<file path="src/rtl/s1_rs_enc_lfsr.sv">
// Systematic RS(255,239) encoder over GF(2^8): byte-serial LFSR remainder with a
// single registered output stage. Message bytes pass through, then 16 parity bytes.
module s1_rs_enc_lfsr #(
  parameter int K = 239
) (
  input  logic       clk,
  input  logic       rstn,
  input  logic       s_valid,
  input  logic [7:0] s_data,
  output logic       s_ready,
  output logic       m_valid,
  output logic [7:0] m_data,
  output logic       m_first,
  output logic       m_last,
  input  logic       m_ready
);

  // Handshake: a byte moves on a side when valid && ready at the rising edge;
  // the producer holds valid/data stable until that edge, and ready never waits on valid.

  function automatic logic [7:0] gf_mul(input logic [7:0] a, input logic [7:0] b);
    logic [7:0] p;
    logic [7:0] x;
    p = 8'h00;
    x = a;
    for (int i = 0; i < 8; i++) begin
      if (b[i]) p = p ^ x;
      x = {x[6:0], 1'b0} ^ (x[7] ? 8'h1D : 8'h00);
    end
    return p;
  endfunction

  // g(x) = prod_{i=0..15} (x + alpha^i); returns g0..g15 (g16 = 1 is implicit).
  function automatic logic [15:0][7:0] gen_coeffs();
    logic [16:0][7:0] g;
    logic [7:0]       root;
    g    = '0;
    g[0] = 8'h01;
    root = 8'h01;
    for (int i = 0; i < 16; i++) begin
      for (int j = 16; j > 0; j--) g[j] = g[j-1] ^ gf_mul(g[j], root);
      g[0] = gf_mul(g[0], root);
      root = gf_mul(root, 8'h02);
    end
    return g[15:0];
  endfunction

  localparam logic [15:0][7:0] GEN    = gen_coeffs();
  localparam logic [7:0]       K_LAST = 8'(K - 1);

  typedef enum logic {
    ST_MSG = 1'b0,
    ST_PAR = 1'b1
  } state_e;

  state_e           state_q, state_d;
  logic             run_q;
  logic [15:0][7:0] p_q, p_d;
  logic [7:0]       msg_cnt_q, msg_cnt_d;
  logic [3:0]       par_cnt_q, par_cnt_d;
  logic             m_valid_q, m_valid_d;
  logic [7:0]       m_data_q, m_data_d;
  logic             m_first_q, m_first_d;
  logic             m_last_q, m_last_d;
  logic             load_en;
  logic             accept;
  logic [7:0]       fb;

  always_comb begin
    load_en   = !m_valid_q || m_ready;
    s_ready   = 1'b0;
    accept    = 1'b0;
    fb        = s_data ^ p_q[15];
    state_d   = state_q;
    p_d       = p_q;
    msg_cnt_d = msg_cnt_q;
    par_cnt_d = par_cnt_q;
    m_valid_d = m_valid_q;
    m_data_d  = m_data_q;
    m_first_d = m_first_q;
    m_last_d  = m_last_q;

    if (load_en) begin
      m_valid_d = 1'b0;
      m_first_d = 1'b0;
      m_last_d  = 1'b0;
    end

    case (state_q)
      ST_MSG: begin
        // run_q keeps s_ready low while reset is held and for the release cycle.
        s_ready = run_q && load_en;
        accept  = s_valid && s_ready;
        if (accept) begin
          p_d[0] = gf_mul(GEN[0], fb);
          for (int i = 1; i < 16; i++) p_d[i] = p_q[i-1] ^ gf_mul(GEN[i], fb);
          m_valid_d = 1'b1;
          m_data_d  = s_data;
          m_first_d = (msg_cnt_q == 8'd0);
          if (msg_cnt_q == K_LAST) begin
            msg_cnt_d = 8'd0;
            state_d   = ST_PAR;
          end else begin
            msg_cnt_d = msg_cnt_q + 8'd1;
          end
        end
      end
      ST_PAR: begin
        if (load_en) begin
          // Plain shift-out; the register is all-zero after the 16th shift.
          m_valid_d = 1'b1;
          m_data_d  = p_q[15];
          p_d       = {p_q[14:0], 8'h00};
          m_last_d  = (par_cnt_q == 4'd15);
          if (par_cnt_q == 4'd15) begin
            par_cnt_d = 4'd0;
            state_d   = ST_MSG;
          end else begin
            par_cnt_d = par_cnt_q + 4'd1;
          end
        end
      end
      default: state_d = ST_MSG;
    endcase
  end

  always_ff @(posedge clk or negedge rstn) begin
    if (!rstn) begin
      state_q   <= ST_MSG;
      run_q     <= 1'b0;
      p_q       <= '0;
      msg_cnt_q <= 8'd0;
      par_cnt_q <= 4'd0;
      m_valid_q <= 1'b0;
      m_data_q  <= 8'h00;
      m_first_q <= 1'b0;
      m_last_q  <= 1'b0;
    end else begin
      state_q   <= state_d;
      run_q     <= 1'b1;
      p_q       <= p_d;
      msg_cnt_q <= msg_cnt_d;
      par_cnt_q <= par_cnt_d;
      m_valid_q <= m_valid_d;
      m_data_q  <= m_data_d;
      m_first_q <= m_first_d;
      m_last_q  <= m_last_d;
    end
  end

  assign m_valid = m_valid_q;
  assign m_data  = m_data_q;
  assign m_first = m_first_q;
  assign m_last  = m_last_q;

endmodule
</file>
<file path="config.mk">
export PLATFORM = sky130hd
export DESIGN_NAME = s1_rs_enc_lfsr
export DESIGN_NICKNAME = d
export VERILOG_FILES = /design/src/rtl/s1_rs_enc_lfsr.sv
export SDC_FILE = /design/constraint.sdc
export NUM_CORES = 1
export LEC_CHECK = 0
export CAP_MARGIN = 20
export CELL_PAD_IN_SITES_DETAIL_PLACEMENT = 0
export CELL_PAD_IN_SITES_GLOBAL_PLACEMENT = 2
export CORE_MARGIN = 3
export CORE_UTILIZATION = 44
export DETAILED_ROUTE_END_ITERATION = 10
export PLACE_DENSITY_LB_ADDON = 0.1
export SETUP_SLACK_MARGIN = 0.15
export SLEW_MARGIN = 15
export SYNTH_ARGS = -nofsm -noshare
export SYNTH_HDL_FRONTEND = slang
export SYNTH_SLANG_ARGS = --single-unit
</file>
<file path="constraint.sdc">
create_clock -name clk -period 5.2 [get_ports clk]
set_input_delay 1.04 -clock clk [delete_from_list [all_inputs] [get_ports clk]]
set_output_delay 1.04 -clock clk [all_outputs]
set_load 0.005 [all_outputs]
</file>
### Layout detail, run 1

Region (55, 85) to (95, 125) um. Cells in gray, sequential cells in the stronger gray; small squares are vias.
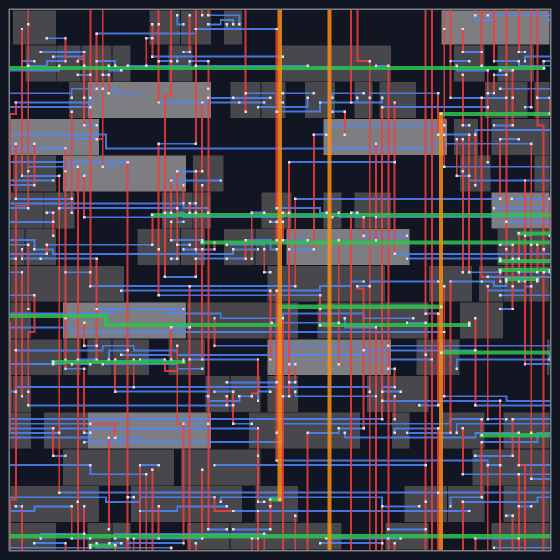
green -> M3
red -> M2
orange -> M4
blue -> M1
netlist names of flops here include = `p_q` (9)
cells with their middle in the window = 85
sequential cells in the window = 9
most frequent = xnor2_1 (13), o21ai_0 (11), xnor3_1 (11)

### Register map, names as in the netlist, run 1

Drawn at 3 px/um. Other sequential cells in the stronger gray, the rest of the logic in the fainter gray.
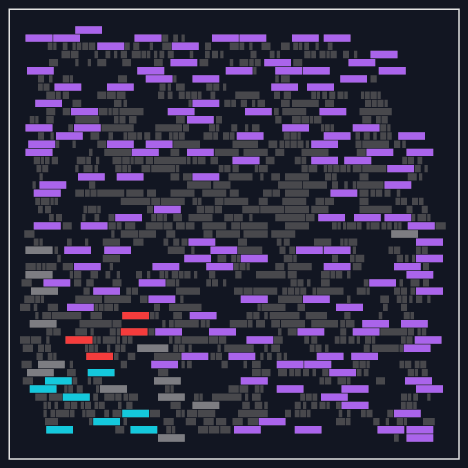
cyan -> `msg_cnt_q`  # sequential cells 8, where lower left
purple -> `p_q`  # sequential cells 128, where all over the die
red -> `par_cnt_q`  # sequential cells 4, where lower left
Seq. cell area: 0.00383 mm2
Seq/total area: 37.7%
post-layout util: 51.2%

### Metal 2, run 1

Drawn at 2 px/um. Cells faint in the background.
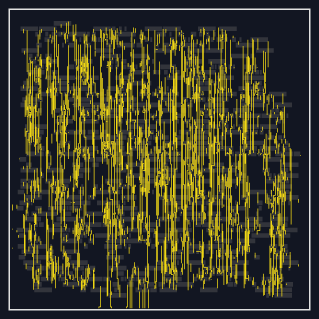
share of all routed wire = 46%
longest straight run = 81.8 um
wire length on this layer = 10800 um
nets with wire on the layer = 716
met2 Use GR: 33.9%
routed vias: 6545
Routed WL: 23600 um

==> flow_summary.ini, run 1 <==
; yosys + openroad results
[status]
status = complete, no violations

[place]
placed_cell_area_mm2 = 0.00951
port_buffers = 23
gp_congestion = 0.826
dp_slack_ps = 874

[yosys]
enable_flop_cells = 0
synth_top_flop_cell = dfrtp_1
yosysCellCount = 911
synth.most_common_cell = dfrtp_1
synth_nets = 927
synth_flops = 153
synth-simple-area-share_pct = 14.8
yosysWarnings = 0
ys_sh_adder_pct = 0.553
synth.area.mux_share_pct = 1.01
yosysUniqueCellTypes = 42
top_cells_by_area = dfrtp_1, xnor2_1, xnor3_1
yosysTopAreaCell = dfrtp_1
ys_sh_aoi_pct = 14.7
synthDominantCellAreaShare_pct = 42.3
ys_area_mm2 = 0.00905
ys_top_logic_family = XOR/XNOR gates
xor_area_share_pct = 23.8
ys_async_sr_fraction_pct = 100
synth.avg_cell_area_um2 = 9.94
yosys-top-cells-count = dfrtp_1, nor2_1, o21ai_0
synth.cell_area_mm2 = 0.00905

[critical_path]
cp_num_cells = 6
cp.required_ps = 5550
crit_path_end = p_q[32]$_DFFE_PN0P_
startpoint = s_data[6]
critPathLaunchType = input port
critical-path-top-delay-family = XOR/XNOR gates
reg2reg_depth = 7
path_class = input port to register
reg2reg_slack_ps = 1820
cp.arrival_ps = 4240
worstReg2RegStart = state_q$_DFF_PN0_
cpPeakStageDelay_ps = 840

[die]
core-area_mm2 = 0.0198
die_y_um = 149
die_x_um = 149
num_rows = 51
initCoreUtil_pct = 45.6
die_area_mm2 = 0.0223
num_io_pins = 24

[final_timing]
hold_ws_ps = 484
setup_viol = 0
worst_pin_slew_ps = 1030
timing.final.crit_share_pct = 74.8
fin_skew_ps = 10.4
drv_slew = 0
hold_violations = 0
grt_setup_unrepaired = false

[cells_and_area]
n_all_buffers = 35
diodes = 0
buf_share_pct = 3.29
mostFrequentLayoutCell = dfrtp_1
comb_cells = 693
seq_cells = 153
mostFrequentLayoutCells = dfrtp_1, nor2_1, o21ai_0
clock_buffers = 19
fin_area_mm2 = 0.0102
fin_cells = 1184
clk_share_pct = 6.45
n_all_inverters = 7
top_register = p_q
drive_gt1_share_pct = 7.29
final_nets = 923
largest_reg_flops = 128
n_fill_cell = 1822

[hold_path]
worstHoldPathCells = 1
hold_path_end = par_cnt_q[3]$_DFFE_PN0P_

[route]
drc = 0
ant_nets = 0
wl_met1_um = 11000
top_layer_used = met4
wl_met2_um = 10800

[cts]
clockBufferDepth = 2
htreeDepth = 4
root_buffer = clkbuf_16
holdBufCountCts = 0
tritoncts.num_buffers = 17
insertion_delay_ps = 440
clk_pin_slew_worst_paths_ps = 60
cts_resized = 0

[grt]
antenna_found_initial = 0
grt_usage_pct = 22.5
grt_remaining_overflow = 0
grt_pass1_wl_um = 37700
top_usage_layer = met2
met3_usage_pct = 5.06
grt_max_degree = 107

[run]
max_cap_viol_count = 0
--- run 2 (diff from run 1) ---
--- a/config.mk
+++ b/config.mk
@@ -9,7 +9,7 @@
 export CELL_PAD_IN_SITES_DETAIL_PLACEMENT = 0
 export CELL_PAD_IN_SITES_GLOBAL_PLACEMENT = 2
 export CORE_MARGIN = 3
-export CORE_UTILIZATION = 44
+export CORE_UTILIZATION = 37
 export DETAILED_ROUTE_END_ITERATION = 10
 export PLACE_DENSITY_LB_ADDON = 0.1
 export SETUP_SLACK_MARGIN = 0.15
==> constraint.sdc (replaced) <==
create_clock -name clk -period 3.27 [get_ports clk]
set_input_delay 0.654 -clock clk [delete_from_list [all_inputs] [get_ports clk]]
set_output_delay 0.654 -clock clk [all_outputs]
set_load 0.005 [all_outputs]
### Layout detail, run 2

Region (61, 94) to (101, 134) um. Cells in gray, sequential cells in the stronger gray; small squares are vias.
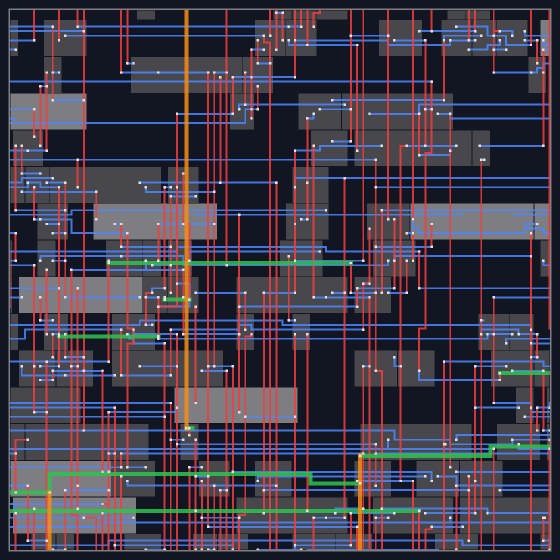

### Selected gate families, run 2

Drawn at 3 px/um.
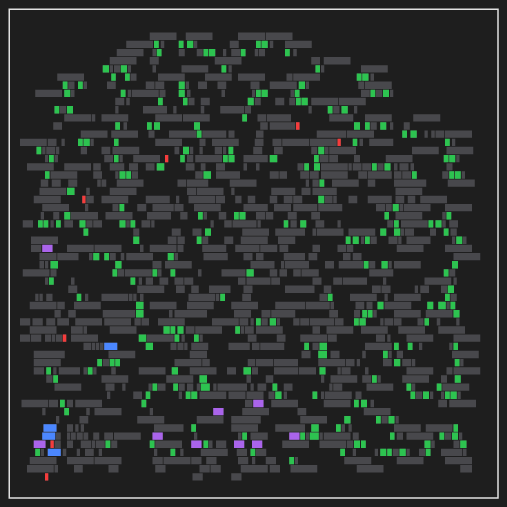
purple -> mux cells  # cells 9, most used mux2i_1
red -> inv cells  # cells 7, most used inv_1
green -> aoi and oai cells  # cells 225, most used o21ai_0, where all over the die
blue -> fa/ha/maj cells  # cells 4, most used ha_1, where lower left
most frequent logic cell in the layout: dfrtp_1
logic share of the area: 47.3%

### Register map, names as in the netlist, run 2

Drawn at 3 px/um. Other sequential cells in the stronger gray, the rest of the logic in the fainter gray.
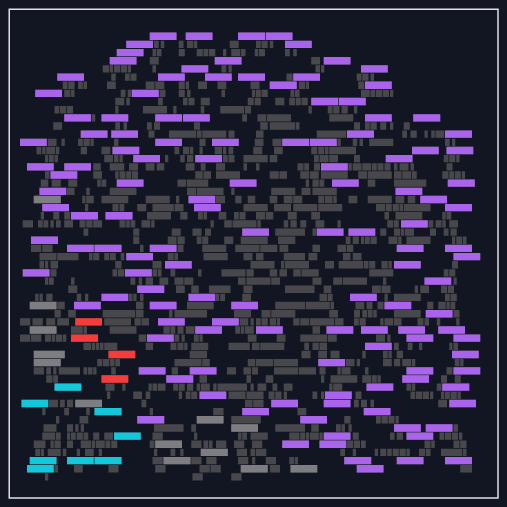
red -> `par_cnt_q`  # sequential cells 4
cyan -> `msg_cnt_q`  # sequential cells 8, where lower left
purple -> `p_q`  # sequential cells 128, where all over the die
not colored = 13
Seq/total area: 36.3%
post-layout util: 44.4%

==> flow_summary.ini, run 2 <==
; yosys + openroad results
[yosys]
synth.most_common_cell = dfrtp_1
synth-simple-area-share_pct = 14.8
yosys-top-cells-count = dfrtp_1, nor2_1, o21ai_0
synth.area.mux_share_pct = 1.01
ys_sh_aoi_pct = 14.7
synth_nets = 927
synth_top_flop_cell = dfrtp_1
synth_flops = 153
yosysWarnings = 0
synth.cell_area_mm2 = 0.00905
ys_sh_adder_pct = 0.553
synth.avg_cell_area_um2 = 9.94
yosysCellCount = 911
ys_area_mm2 = 0.00905
xor_area_share_pct = 23.8
ys_top_logic_family = XOR/XNOR gates
synthDominantCellAreaShare_pct = 42.3
ys_async_sr_fraction_pct = 100
syn_inst = 911
enable_flop_cells = 0
top_cells_by_area = dfrtp_1, xnor2_1, xnor3_1
yosysUniqueCellTypes = 42
yosysTopAreaCell = dfrtp_1

[grt]
met1_usage_pct = 28.2
grt_usage_pct = 19.4
grt_use_met2_pct = 30.5
grt_max_degree = 184
grt_pass1_wl_um = 39000
top_usage_layer = met2
first_global_vias = 6441
antenna_found_initial = 0
met3_usage_pct = 2.92
grt_remaining_overflow = 0

[status]
status = complete, no violations

[critical_path]
timing.rr.end = p_q[39]$_DFFE_PN0P_
cpPeakStageDelay_ps = 780
slowest_stage = xnor2_1
worstReg2RegStart = p_q[121]$_DFFE_PN0P_
path_common_cell = xnor2_1
path_class = input port to register
reg2reg_slack_ps = 590
cp.required_ps = 3630
critPathMaxFanout = 11
startpoint = s_data[6]
critPathLaunchType = input port
critical-path-top-delay-family = XOR/XNOR gates
cp.arrival_ps = 3270
reg2reg_depth = 5
cp_num_cells = 7
crit_path_end = p_q[34]$_DFFE_PN0P_

[route]
wl_met1_um = 12000
wl_met2_um = 11500
routed_wl_um = 24600
drt_iter0_drc = 434
routedWlPerCell_um = 19.3
drc = 0
drt_first_pass_iters = 8
viasPerCell = 5.27
top_layer_used = met4
vias = 6721
dr_wl_met3_um = 773
ant_nets = 0

[die]
die_area_mm2 = 0.0264
tap-cell-count = 319
die_x_um = 162
core-area_mm2 = 0.0238
num_rows = 56
die_y_um = 162
num_io_pins = 24
initCoreUtil_pct = 38.1

[place]
placed_cell_area_mm2 = 0.00993
port_buffers = 23
dp.cells = 1242
dpl.hpwl_um = 16700
dp_slack_ps = -104
gp_congestion = 0.845

[final_timing]
timing.final.crit_share_pct = 89.0
worst_pin_slew_ps = 989
hold_ws_ps = 80.6
setup_ws_ps = 360
drv_slew = 0
fin_skew_ps = 15.3
grt_setup_unrepaired = false
finalSetupTns_ps = 0
setup_viol = 0
hold_violations = 0
fmax_mhz = 344

[cells_and_area]
seq_cells = 153
area_growth_pct = 16.4
drive_gt1_share_pct = 10.9
diodes = 1
fin_cells = 1275
n_all_buffers = 70
clock_buffers = 19
n_fill_cell = 2259
clk_share_pct = 5.79
comb_cells = 693
final_nets = 958
mostFrequentLayoutCells = dfrtp_1, nor2_1, o21ai_0
area.sequential_mm2 = 0.00383
largestClassByArea = logic gates
largest_reg_flops = 128
buf_share_pct = 6.49
fin_area_mm2 = 0.0105
n_all_inverters = 7
top_register = p_q

[cts]
cts_resized = 0
htreeDepth = 4
clockBufferDepth = 2
clk_pin_slew_worst_paths_ps = 70
postCtsSetupBuffers = 0
tritoncts.num_buffers = 17
holdBufCountCts = 0
root_buffer = clkbuf_16
insertion_delay_ps = 440

[run]
max_cap_viol_count = 0
